**Run 1: floorplan with the power grid**

Bar = 20 um. Pins as bars on the die edge.
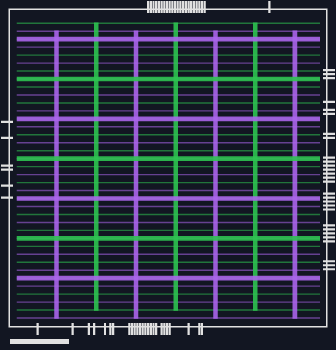
**Run 1: cells colored by class**

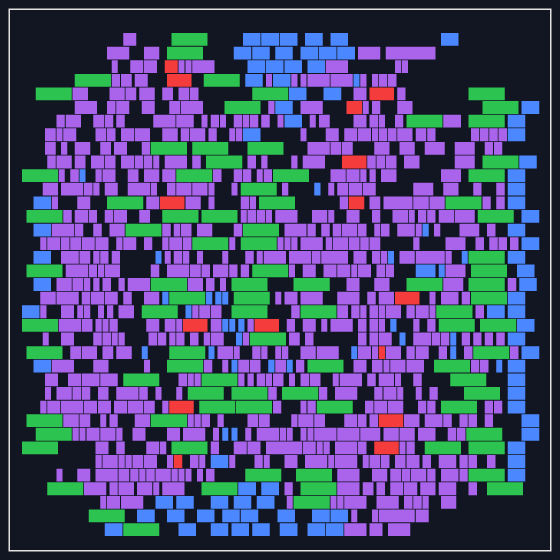
**Run 1: clock network drawn from the DEF**

Bar = 20 um.
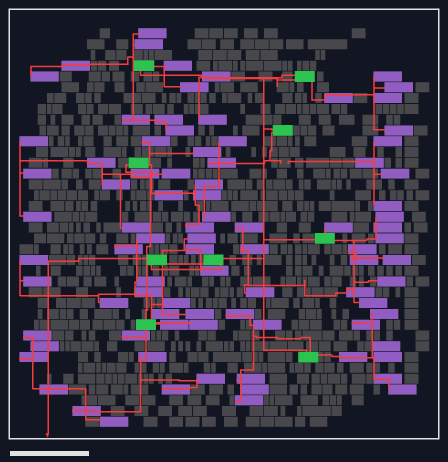
**Run 1: metal layers overlaid**

Bar = 20 um.
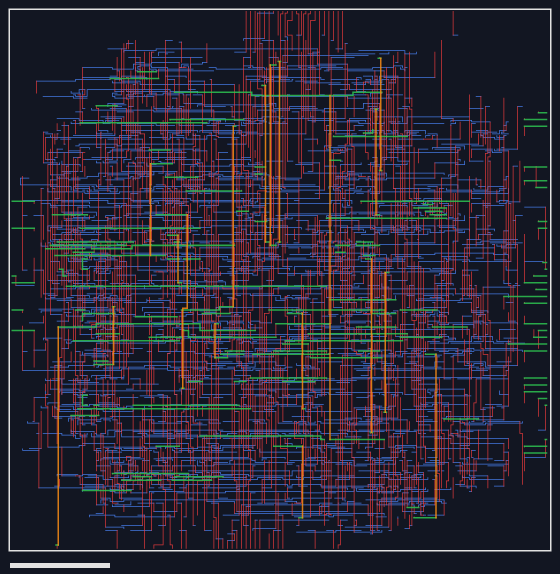
$ cat src/rtl/sub_offset_cal.sv
// sub_offset_cal
//   Receive-side inverse of the offset-add stage. Unsigned offset-binary
//   fixed-point samples (width_H integer + width_W fraction bits) are turned
//   back into signed two's complement by subtracting an offset, with
//   saturation. The offset resets to const_num and can be re-measured on
//   demand by averaging 2**CAL_LOG2 incoming samples.
//
// Ports
//   clk        clock, all logic on rising edge
//   rst_n      synchronous active-low reset
//   cal_start  calibration request (level, sampled each cycle)
//   data_i_en  input sample valid
//   data_i     unsigned offset-binary sample, W = width_H + width_W bits
//   data_o_en  output sample valid, one cycle after data_i_en
//   data_o     signed, saturated result
//   offset_o   offset currently applied
//   cal_busy   high while calibration is accumulating
//   cal_done   one-cycle pulse when a new offset is loaded
module sub_offset_cal #(
  parameter int width_H   = 5,
  parameter int width_W   = 20,
  parameter int const_num = 65536,
  parameter int CAL_LOG2  = 4
) (
  input  logic                         clk,
  input  logic                         rst_n,
  input  logic                         cal_start,
  input  logic                         data_i_en,
  input  logic [width_H+width_W-1:0]   data_i,
  output logic                         data_o_en,
  output logic [width_H+width_W-1:0]   data_o,
  output logic [width_H+width_W-1:0]   offset_o,
  output logic                         cal_busy,
  output logic                         cal_done
);

  localparam int W  = width_H + width_W;
  localparam int AW = W + CAL_LOG2;

  localparam logic [W-1:0] OFFSET_RST = W'(const_num);
  localparam logic [W-1:0] SAT_MAX    = {1'b0, {(W-1){1'b1}}};
  localparam logic [W-1:0] SAT_MIN    = {1'b1, {(W-1){1'b0}}};

  typedef enum logic {RUN, CAL} state_t;

  state_t              state, state_nxt;
  logic [AW-1:0]       acc, acc_nxt, sum;
  logic [CAL_LOG2-1:0] cnt, cnt_nxt;
  logic [W-1:0]        offset_nxt;
  logic                busy_nxt, done_nxt;
  logic [W:0]          diff;
  logic [W-1:0]        sat;

  // Subtraction in W+1 bits; overflow into the signed W-bit range shows up
  // as the top two bits of the difference disagreeing.
  always_comb begin
    diff = {1'b0, data_i} - {1'b0, offset_o};
    if (diff[W] != diff[W-1])
      sat = diff[W] ? SAT_MIN : SAT_MAX;
    else
      sat = diff[W-1:0];
  end

  always_comb begin
    state_nxt  = state;
    acc_nxt    = acc;
    cnt_nxt    = cnt;
    offset_nxt = offset_o;
    busy_nxt   = cal_busy;
    done_nxt   = 1'b0;
    sum        = acc + AW'(data_i);
    case (state)
      RUN: begin
        if (cal_start) begin
          state_nxt = CAL;
          acc_nxt   = '0;
          cnt_nxt   = '0;
          busy_nxt  = 1'b1;
        end
      end
      CAL: begin
        if (data_i_en) begin
          if (cnt == '1) begin
            // Average includes the completing sample; truncating divide.
            offset_nxt = sum[AW-1:CAL_LOG2];
            busy_nxt   = 1'b0;
            done_nxt   = 1'b1;
            state_nxt  = RUN;
            acc_nxt    = '0;
            cnt_nxt    = '0;
          end else begin
            acc_nxt = sum;
            cnt_nxt = cnt + CAL_LOG2'(1);
          end
        end
      end
      default: state_nxt = RUN;
    endcase
  end

  always_ff @(posedge clk) begin
    if (!rst_n) begin
      state     <= RUN;
      acc       <= '0;
      cnt       <= '0;
      offset_o  <= OFFSET_RST;
      cal_busy  <= 1'b0;
      cal_done  <= 1'b0;
      data_o_en <= 1'b0;
      data_o    <= '0;
    end else begin
      state     <= state_nxt;
      acc       <= acc_nxt;
      cnt       <= cnt_nxt;
      offset_o  <= offset_nxt;
      cal_busy  <= busy_nxt;
      cal_done  <= done_nxt;
      data_o_en <= data_i_en;
      if (data_i_en)
        data_o <= sat;
    end
  end

endmodule

$ cat config.mk
export PLATFORM = sky130hd
export DESIGN_NAME = sub_offset_cal
export DESIGN_NICKNAME = d
export VERILOG_FILES = /design/src/rtl/sub_offset_cal.sv
export SDC_FILE = /design/constraint.sdc
export NUM_CORES = 1
export LEC_CHECK = 0
export ABC_AREA = 0
export CAP_MARGIN = 20
export CORE_MARGIN = 2
export CORE_UTILIZATION = 55
export CTS_BUF_LIST = sky130_fd_sc_hd__clkbuf_8 sky130_fd_sc_hd__clkbuf_16
export DETAILED_ROUTE_END_ITERATION = 8
export GPL_TIMING_DRIVEN = 0
export PLACE_DENSITY = 0.84
export SLEW_MARGIN = 20
export SYNTH_ARGS = -nofsm -noshare
export SYNTH_HDL_FRONTEND = slang
export SYNTH_SLANG_ARGS = --single-unit
$ cat constraint.sdc
create_clock -name clk -period 4.61 [get_ports clk]
set_input_delay 0.922 -clock clk [delete_from_list [all_inputs] [get_ports clk]]
set_output_delay 0.922 -clock clk [all_outputs]
set_load 0.01 [all_outputs]
==> run notes, run 1 <==
Main metrics from the flow reports.

The largest stage delay on the critical path came out at 0.57 ns. The total number of warnings across the stage logs is 26. Sorting the synthesized cells by area gives the leading types as dfxtp_1 (29%), ha_1 (11%), a21oi_1 (7.6%).

The TritonCTS sink count came out at 87. The worst-case hold slack came out at 0.451 ns. According to the timing report, the critical path is launched from data_i[0]. The net count reported at finish is 919. Between clock sinks in the finished design, the worst skew comes to 0.0112 ns. The critical path's most frequent cell is inv_1. The number of gates on the worst path with buffers counted is 16. The share of the clock period used by the worst path came out at 95.4%.

For reference, the final report shows the hold violation count at 0. The register area share after synthesis came out at 29.3%. The count of buffers from port buffering is 81.

The average detailed-routed wire length per instance came out at 17.6 um. The sum of net half-perimeters after detailed placement is 13800 um. The critical path goes through clkdlybuf4s50_1 > inv_1 > ha_1 > inv_1 > fa_1 > a211oi_2 > o21a_2 > a2111o_1 > nand4b_2 > nand4_1 > a21oi_2 > a2111oi_4 > xnor2_2 > buf_6 > maj3_2 > a21oi_1. TritonCTS built the clock tree. The CTS root buffer is clkbuf_8.

The number of CTS-inserted buffers came out at 9. The number of cells on the worst hold path is 2. In this run the full chip footprint comes out at 11600 um2. The highest achievable clock rate came out at 227 MHz.

The clock group share of total power came out at 28.3%. The final core area utilization is 68.0%. Setup repair after global routing left no endpoint under its margin. The synthesis log from Yosys contains 0 warnings. The script computed a power per unit cell area of 252 nW/um2.

The critical path capture point type is a flop. On the critical path, the stage with the largest delay is an instance of a2111oi_4. The required time at the worst-slack endpoint is 4.93 ns. STA classifies the critical path startpoint as a primary input. The number of antenna violations at the first check in global routing came to 0.

At the placement stage, the worst setup path has a slack of -0.164 ns. The launch point of the worst min-delay path is recorded as acc[20]. Yosys stat counts 745 cells in the synthesized netlist. The script computed the net switching share of total power as 32.6%.

The clock-pin slew reported for the worst setup and hold paths after clock tree synthesis is 0.09 ns. The number of antenna diodes in the final layout is 0. The highest supply drop recorded on VDD is 0.148 mV. After detailed routing, the number of remaining DRC violations is 0. The I/O pin count came out at 82. For reference, the top cells by count after synthesis are a21oi_1 (90), dfxtp_1 (87), nand2_1 (71). The flow ran to the end, and the final reports show no timing, DRC or antenna violations. The worst-case clock buffer depth came out at 2. The number of nets with antenna violations after routing came out at 0. The power report puts the leakage power at 2.82 nW. The length in cells of the worst reg-to-reg path came out at 14. In the synthesized netlist the async set-or-reset flop fraction comes to 0%. The fraction of post-synthesis cell area in the top cell type by area is 29.3%. The number of cells in the finished layout apart from fillers came out at 977. Before any placement, the netlist area is recorded as 5940 um2. The number of placed instances with taps included came out at 962.

The effective utilization at floorplan is 57.0%. The area of the synthesized netlist per yosys stat came out at 5940 um2. The commonest register cell is dfxtp_1.

The number of violations reported at the end of detailed-routing iteration 0 is 419. The critical path data arrival time came out at 4.71 ns. The post-synthesis register bit count came out at 87. The cell type contributing the most total cell area after synthesis is dfxtp_1. The number of placement rows is 37. The worst-case max-slew headroom was logged as 32.9%. The post-layout worst setup margin is 0.211 ns. Entering global routing, the biggest net connects 15 pins. The area of all placed cells without fillers came out at 7090 um2. STA lists the maximum fanout along the critical path as 10. Relative to the synthesized area, the layout overhead comes to 19.4%.
Back to the opening pictures, 'floorplan with the power grid':
- VSS: purple
- VDD: green
- met4 straps: 7
- met1 rails: 38
- met5 straps: 7

Back to the opening pictures, 'cells colored by class':
- remaining buffers and delay cells: blue (cells 112; share of their area 14%)
- clock drivers and dummy loads: red (cells 15; share of their area 2.5%)
- sequential cells: green (cells 87; share of their area 25%)
- combinational and other logic: purple (cells 627; share of their area 59%)

Back to the opening pictures, 'clock network drawn from the DEF':
- clock wires: red (length 1180 um)
- clock drivers: green (count 9)
- flip-flops: purple (count 87)
- flops lie: widely spread
- routed clock nets: 10

Back to the opening pictures, 'metal layers overlaid':
- metal 1: blue (wire length 7420 um)
- metal 3: green (wire length 1080 um)
- metal 4: orange (wire length 506 um)
- metal 2: red (wire length 8200 um)

[run 1: final cells by class]
type / instances / area [um2]
well taps: 136 / 170
multi-input cells: 579 / 3890
fillers: 899 / 3330
repair buffers: 81 / 811
plain buffers: 31 / 124
flip-flops and latches: 87 / 1740
clock inverters: 5 / 33.8
inverters: 48 / 180
clock buffers: 10 / 138
[run 1: layer usage]
metal | global-route usage, % | vias up | wire length, um
li1 | - | 2854 | -
met1 | 38.4 | 2755 | 7420
met2 | 51.9 | 246 | 8200
met3 | 4.96 | 41 | 1080
met4 | 12.5 | 0 | 505
met5 | 0 | - | 0
[run 1: worst paths after layout]
kind	endpoint
hold reg to reg	acc[20]
hold / removal	acc[20]
setup / recovery	data_o[12]
setup reg to reg	data_o[12]
[run 1: tightest hold or removal path, stage by stage (launching register included)]
cell and delay [ns]:
dfxtp_1 0.32, nand2_1 0.05, nand2_1 0.04
[run 1: cell usage in the layout, fill, tap and decap left out, types with 8 or more instances in the layout]
| master | instances |
|---|---|
| a21oi_1 | 90 |
| dfxtp_1 | 87 |
| clkdlybuf4s50_1 | 81 |
| nand2_1 | 71 |
| o21ai_0 | 64 |
| ha_1 | 51 |
| inv_1 | 48 |
| nor2_1 | 43 |
| clkbuf_1 | 30 |
| a21o_1 | 27 |
| xnor2_1 | 24 |
| xor2_1 | 21 |
| nand3_1 | 16 |
| a22oi_1 | 13 |
| nand2b_1 | 11 |
| nor3_1 | 11 |
| a211oi_1 | 10 |
| nor2b_1 | 10 |
| clkbuf_8 | 10 |
| maj3_2 | 9 |
| maj3_1 | 8 |
| o21bai_1 | 8 |
[run 1: power by group through the flow]
stage / registers (mW) / logic, mW / clock network (mW)
2_1_floorplan: 0.828 / 0.302 / 0
3_3_place_gp: 0.818 / 0.456 / 0
3_5_place_dp: 0.821 / 0.469 / 0
4_1_cts: 0.803 / 0.473 / 0.511
5_1_grt: 0.806 / 0.524 / 0.538
6_report: 0.803 / 0.480 / 0.506
[run 1: sequential cells by signal (all words and copies together), names as in the netlist]
signal     cells
cal_done       1
cnt            4
offset_o      25
data_o        25
state          1
data_o_en      1
cal_busy       1
acc           29
[run 1: logic make-up after synthesis]
kind of cell / Yosys count / share of synthesized area (%)
AOI/OAI and AO/OA: 264 / 28.1
xor gates and xnor gates: 46 / 6.91
adders and majority gates: 70 / 14.5
buffers and inverters: 79 / 5.12
DFF: 87 / 29.3
muxes: 2 / 0.358
and+or+nand+nor: 197 / 15.7
**Run 1: clock wiring as the flow saved it**

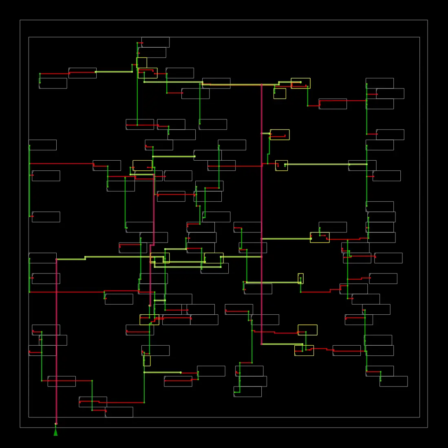

==> inputs of run 2 (changes only) <==
--- a/config.mk
+++ b/config.mk
@@ -7,12 +7,13 @@
 export LEC_CHECK = 0
 export ABC_AREA = 0
 export CAP_MARGIN = 20
-export CORE_MARGIN = 2
+export CORE_MARGIN = 1.5
 export CORE_UTILIZATION = 55
 export CTS_BUF_LIST = sky130_fd_sc_hd__clkbuf_8 sky130_fd_sc_hd__clkbuf_16
 export DETAILED_ROUTE_END_ITERATION = 8
 export GPL_TIMING_DRIVEN = 0
 export PLACE_DENSITY = 0.84
+export REMOVE_ABC_BUFFERS = 1
 export SLEW_MARGIN = 20
 export SYNTH_ARGS = -nofsm -noshare
 export SYNTH_HDL_FRONTEND = slang
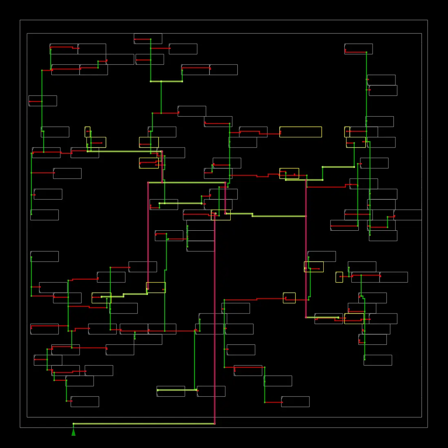
**Above:** run 2 (clock wiring as the flow saved it).
Worst Skew: 0.0149 ns
later-pin clock latency in the skew report: 0.37 ns
Clock buffer cells: 10

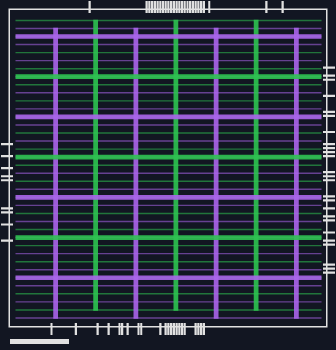
**Above:** run 2 (floorplan with the power grid).
Bar = 20 um. Pins as bars on the die edge.
- VSS: purple
- VDD: green
- met1 rails: 38
- rows: 37
- met5 straps: 7
- signal pins: 82

==> run 2 against run 1 <==
Core utilization fell by 0.82 points. Clock skew rose by 0.0037 ns. Flip-flop count did not move. Global-route usage fell by 2.8 points. Critical path type unchanged. Largest cell class unchanged. Highest routed layer unchanged.
==> run notes, run 2 <==
Main metrics from the flow reports.

The floorplan die width came out at 107 um. The CTS root buffer is clkbuf_8. Among the non-sequential cells, AND-OR/OR-AND gates take the most area. The first-pass GRT wire length is 25400 um.

For this run, the number of standard cells in the final layout without fillers is 946. On the critical path, the stage with the largest delay is an instance of a2111oi_4. The core region is 10400 um2. Per the synthesis report, the simple-gate share of the synthesized area is 15.7%. STA classifies the critical path endpoint as a flop. Data on the critical path is required at its endpoint by 4.90 ns. During placement, the flow inserted port buffers numbering 81. The clock-pin slew reported for the worst setup and hold paths after clock tree synthesis is 0.09 ns.

For reference, the final report shows the hold violation count at 0. The maximum fanout encountered on the critical timing path is 18. The most used flip-flop cell after synthesis is dfxtp_1. The highest achievable clock rate came out at 233 MHz. Counting I/O delays and the setup requirement, the final critical path takes 4.29 ns.

Wires add up to 15500 um. The final antenna diode count is 0. The main area contributors are dfxtp_1 (29%), ha_1 (11%), a21oi_1 (7.6%). The total number of warnings across the stage logs is 25. The share of the clock period used by the worst path came out at 93.1%. The post-synthesis register bit count came out at 87. The I/O pin count came out at 82.

The remaining max-slew budget at the tightest pin came out at 41.3%. The clock passes through at most 2 buffers. The clock tree from TritonCTS is done. The count of instantiated cells in the yosys netlist came out at 745. The maximum vdd ir drop is 0.190 mV.

The number of placement rows is 37. The most numerous cell type found on the critical path is inv_1. The critical path contains buffers and inverters numbering 3 combined. The synthesized netlist has a Yosys-reported chip area of 5940 um2. The maximum level of the CTS H-tree is 3.

The fraction of the mapped netlist area in adder cells is 14.5%. By instance count, the leading cell after synthesis is a21oi_1. The synthesis-to-layout area growth is 18.0%.

Counting the fill cells in the layout gives 874. The routed design shows a via density per instance of 5.91. The report counts max-capacitance violations totalling 0. Per the OpenROAD floorplan log, the height of the die is 107 um. Of the total synthesized cell area, the portion taken by XOR and XNOR cells is 6.91%. The critical path data arrival time is 4.58 ns. The kind of cell with the highest combined delay on the critical path is AND-OR/OR-AND gates. The post-layout worst setup margin came out at 0.317 ns. The number of DRC violations after detailed routing is 0. The share of synthesized registers carrying an async set or reset came out at 0%.

The count of yosys warnings during synthesis came out at 0. The transition at the pin with the smallest max-transition slack is 0.880 ns. The setup slack of the worst register-to-register path is 1.06 ns. The number of antenna violations at the first check in global routing is 0. The sum of net half-perimeters after detailed placement is 11600 um. The number of flip-flops under the largest register name is 29.

At the floorplan stage, the core utilization is reported as 57.0%. The via count is 5589. For reference, compound AND-OR and OR-AND cells occupy 28.1% of the area reported after synthesis. The largest registers in the layout are acc (29), data_o (25), offset_o (25).

TritonRoute output was used to compute an average wire per cell of 16.4 um. The synthesized instance count came out at 745. The fraction of post-synthesis cell area in the top cell type by area came out at 29.3%.

The TritonCTS sink count is 87. Setup repair after global routing left no endpoint under its margin. Looking at hold timing, the worst path starts from acc[0].

The final timing report lists a max-slew violation count of 0. The cell area after technology mapping is 5940 um2. The most common logic cell in the final layout is a21oi_1. The number of placed instances with taps included is 931.

For the worst reg-to-reg path, the startpoint reported by OpenROAD is offset_o[0]. In the layout the commonest cells are a21oi_1 (90), dfxtp_1 (87), clkdlybuf4s50_1 (79). The run finished with clean final reports. The register area share after synthesis is 29.3%. The final total power came out at 1.79 mW. The most critical min-delay path falls under reg -> reg. For the final routed database, the setup TNS stands at 0 ns. The destination of the worst hold path is acc[0]. STA classifies the critical path startpoint as a primary input. The first TritonRoute pass finished after 5 iterations.

Entering global routing, the biggest net connects 51 pins. The cell type contributing the most total cell area after synthesis is dfxtp_1. The endpoint of the worst register-to-register path is data_o[8]. The power density of the placed cells came out at 256 nW/um2. The worst-case hold slack came out at 0.466 ns. The number of cells on the worst hold path came out at 2. The number of synthesized flops with an enable pin came out at 0. The leakage dissipation came out at 2.80 nW. The fraction of layout cells with a size suffix above 1 came out at 4.81%.

The report lists the cells along the critical path as clkdlybuf4s50_1 > inv_1 > ha_1 > inv_1 > fa_1 > a211oi_2 > o21a_2 > a2111o_1 > nand4b_2 > nand4_1 > a21oi_2 > a2111oi_4 > xnor2_4 > maj3_1 > a21oi_1. The number of nets with antenna violations after routing is 0. The number of endpoints failing setup at the final stage is 0. The worst slack at placement is -0.190 ns. The timing report gives the biggest stage delay along the critical path as 0.49 ns.

The aggregate global-route resource usage is 27.8%. The commonest cells after synthesis are a21oi_1 (90), dfxtp_1 (87), nand2_1 (71). Counting flops per register, the top entry is acc. Looking at the setup timing report, the critical path kind is in -> reg.

CTS added clock buffers totalling 9. The residual overflow from global routing came out at 0. The length in cells of the worst reg-to-reg path came out at 13. The distinct cell type count after synthesis came out at 65. The final estimated routing congestion in global placement came out at 0.896. The net count reported at finish came out at 888. The via count of the first global-routing pass came out at 5426.

The chip area is 11400 um2. Detailed-route iteration 0 reported a violation count of 318. Looking at the post-CTS report, the setup buffer insertion count equals 0. The multiplexer area fraction after synthesis is 0.358%. The post-synthesis average cell area came out at 7.97 um2.
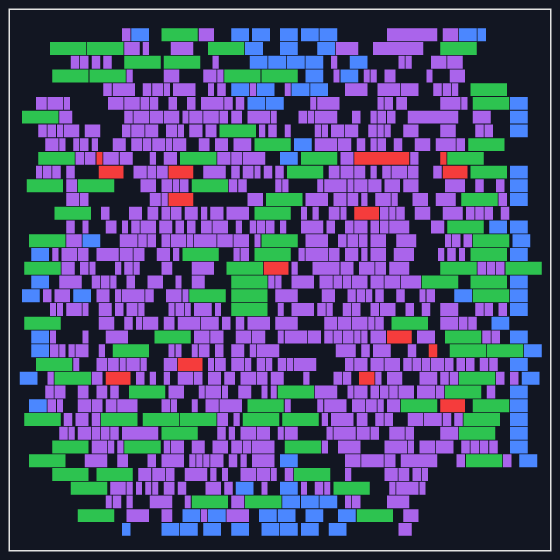
**Above:** run 2 (cells colored by class).
- combinational and other logic: purple (cells 627; share of their area 60%)
- sequential cells: green (cells 87; share of their area 25%)
- clock drivers and dummy loads: red (cells 15; share of their area 2.8%)
- remaining buffers and delay cells: blue (cells 81; share of their area 12%)

==> run 2: netlist changes by cell type in the layout (fill, tap and decap cells not counted), sizes merged <==
cell           previous run  this run
clkbuf                   40        10
clkdlybuf4s50            81        79
buf                       1         2
bufinv                    0         1
clkinv                    2         3
clkinvlp                  1         0
inv                      50        49
==> run 2: area by class of cell <==
class | count | area, um2 | share of cell area, %
multi-input cells | 579 | 3920 | 56.0
clock inverters | 5 | 51.3 | 0.733
well taps | 136 | 170 | 2.43
clock buffers | 10 | 138 | 1.97
inverters | 48 | 180 | 2.57
flip-flops and latches | 87 | 1740 | 24.9
repair buffers | 81 | 801 | 11.4
==> run 2: kinds of logic (layout without fill, tap and decap cells) <==
family / count (synthesis) / count (layout)
xor gates and xnor gates: 46 / 46
DFF: 87 / 87
AOI/OAI and AO/OA: 264 / 264
adders and majority gates: 70 / 70
and+or+nand+nor: 197 / 197
muxes: 2 / 2
buffers and inverters: 79 / 144
==> run 2: worst max path at each step <==
stage	cells past startpoint	from	end	slack (ns)
after global routing	15	data_i[0]	data_o[4]	0.11
after floorplan	14	data_i[0]	data_o[10]	0.75
after detailed placement	15	data_i[0]	data_o[16]	-0.19
final	15	data_i[0]	data_o[8]	0.32
after global placement	5	data_i_en	offset_o[21]	-0.11
after CTS	15	data_i[0]	data_o[8]	0.18
==> run 2: through the flow <==
step	area, um2	utilization (%)
finish	7000	67.2
global placement	6790	65.2
detailed placement	6790	65.2
floorplan	5810	-
CTS	6980	67.0
global route	7000	67.2
==> run 2: layer usage <==
metal	up-vias	GRT usage [%]	part of all wire (%)
met4	0	11.2	2.7
met5	-	0	0
li1	2786	-	-
met1	2571	34.1	44
met2	195	48.2	48
met3	37	4.68	5.5
==> run 2: timing repair <==
item	4_1_cts	5_1_grt
hold buffers	0	0
endpoints found under the setup margin	0	10
gates resized	0	2
hold endpoints to repair	0	0
==> run 2: tightest hold or removal path, cell delays in order, from the launching register on <==
cell,delay [ns]
dfxtp_1,0.32
nand2_1,0.05
a21oi_1,0.05
==> run 2: power by group <==
| part | internal [mW] | switching, mW |
|---|---|---|
| clock | 0.259 | 0.275 |
| combinational | 0.207 | 0.251 |
| sequential | 0.785 | 0.0183 |
| total | 1.25 | 0.544 |
Power figures rest on the tool's default switching activity, not on a simulated workload.
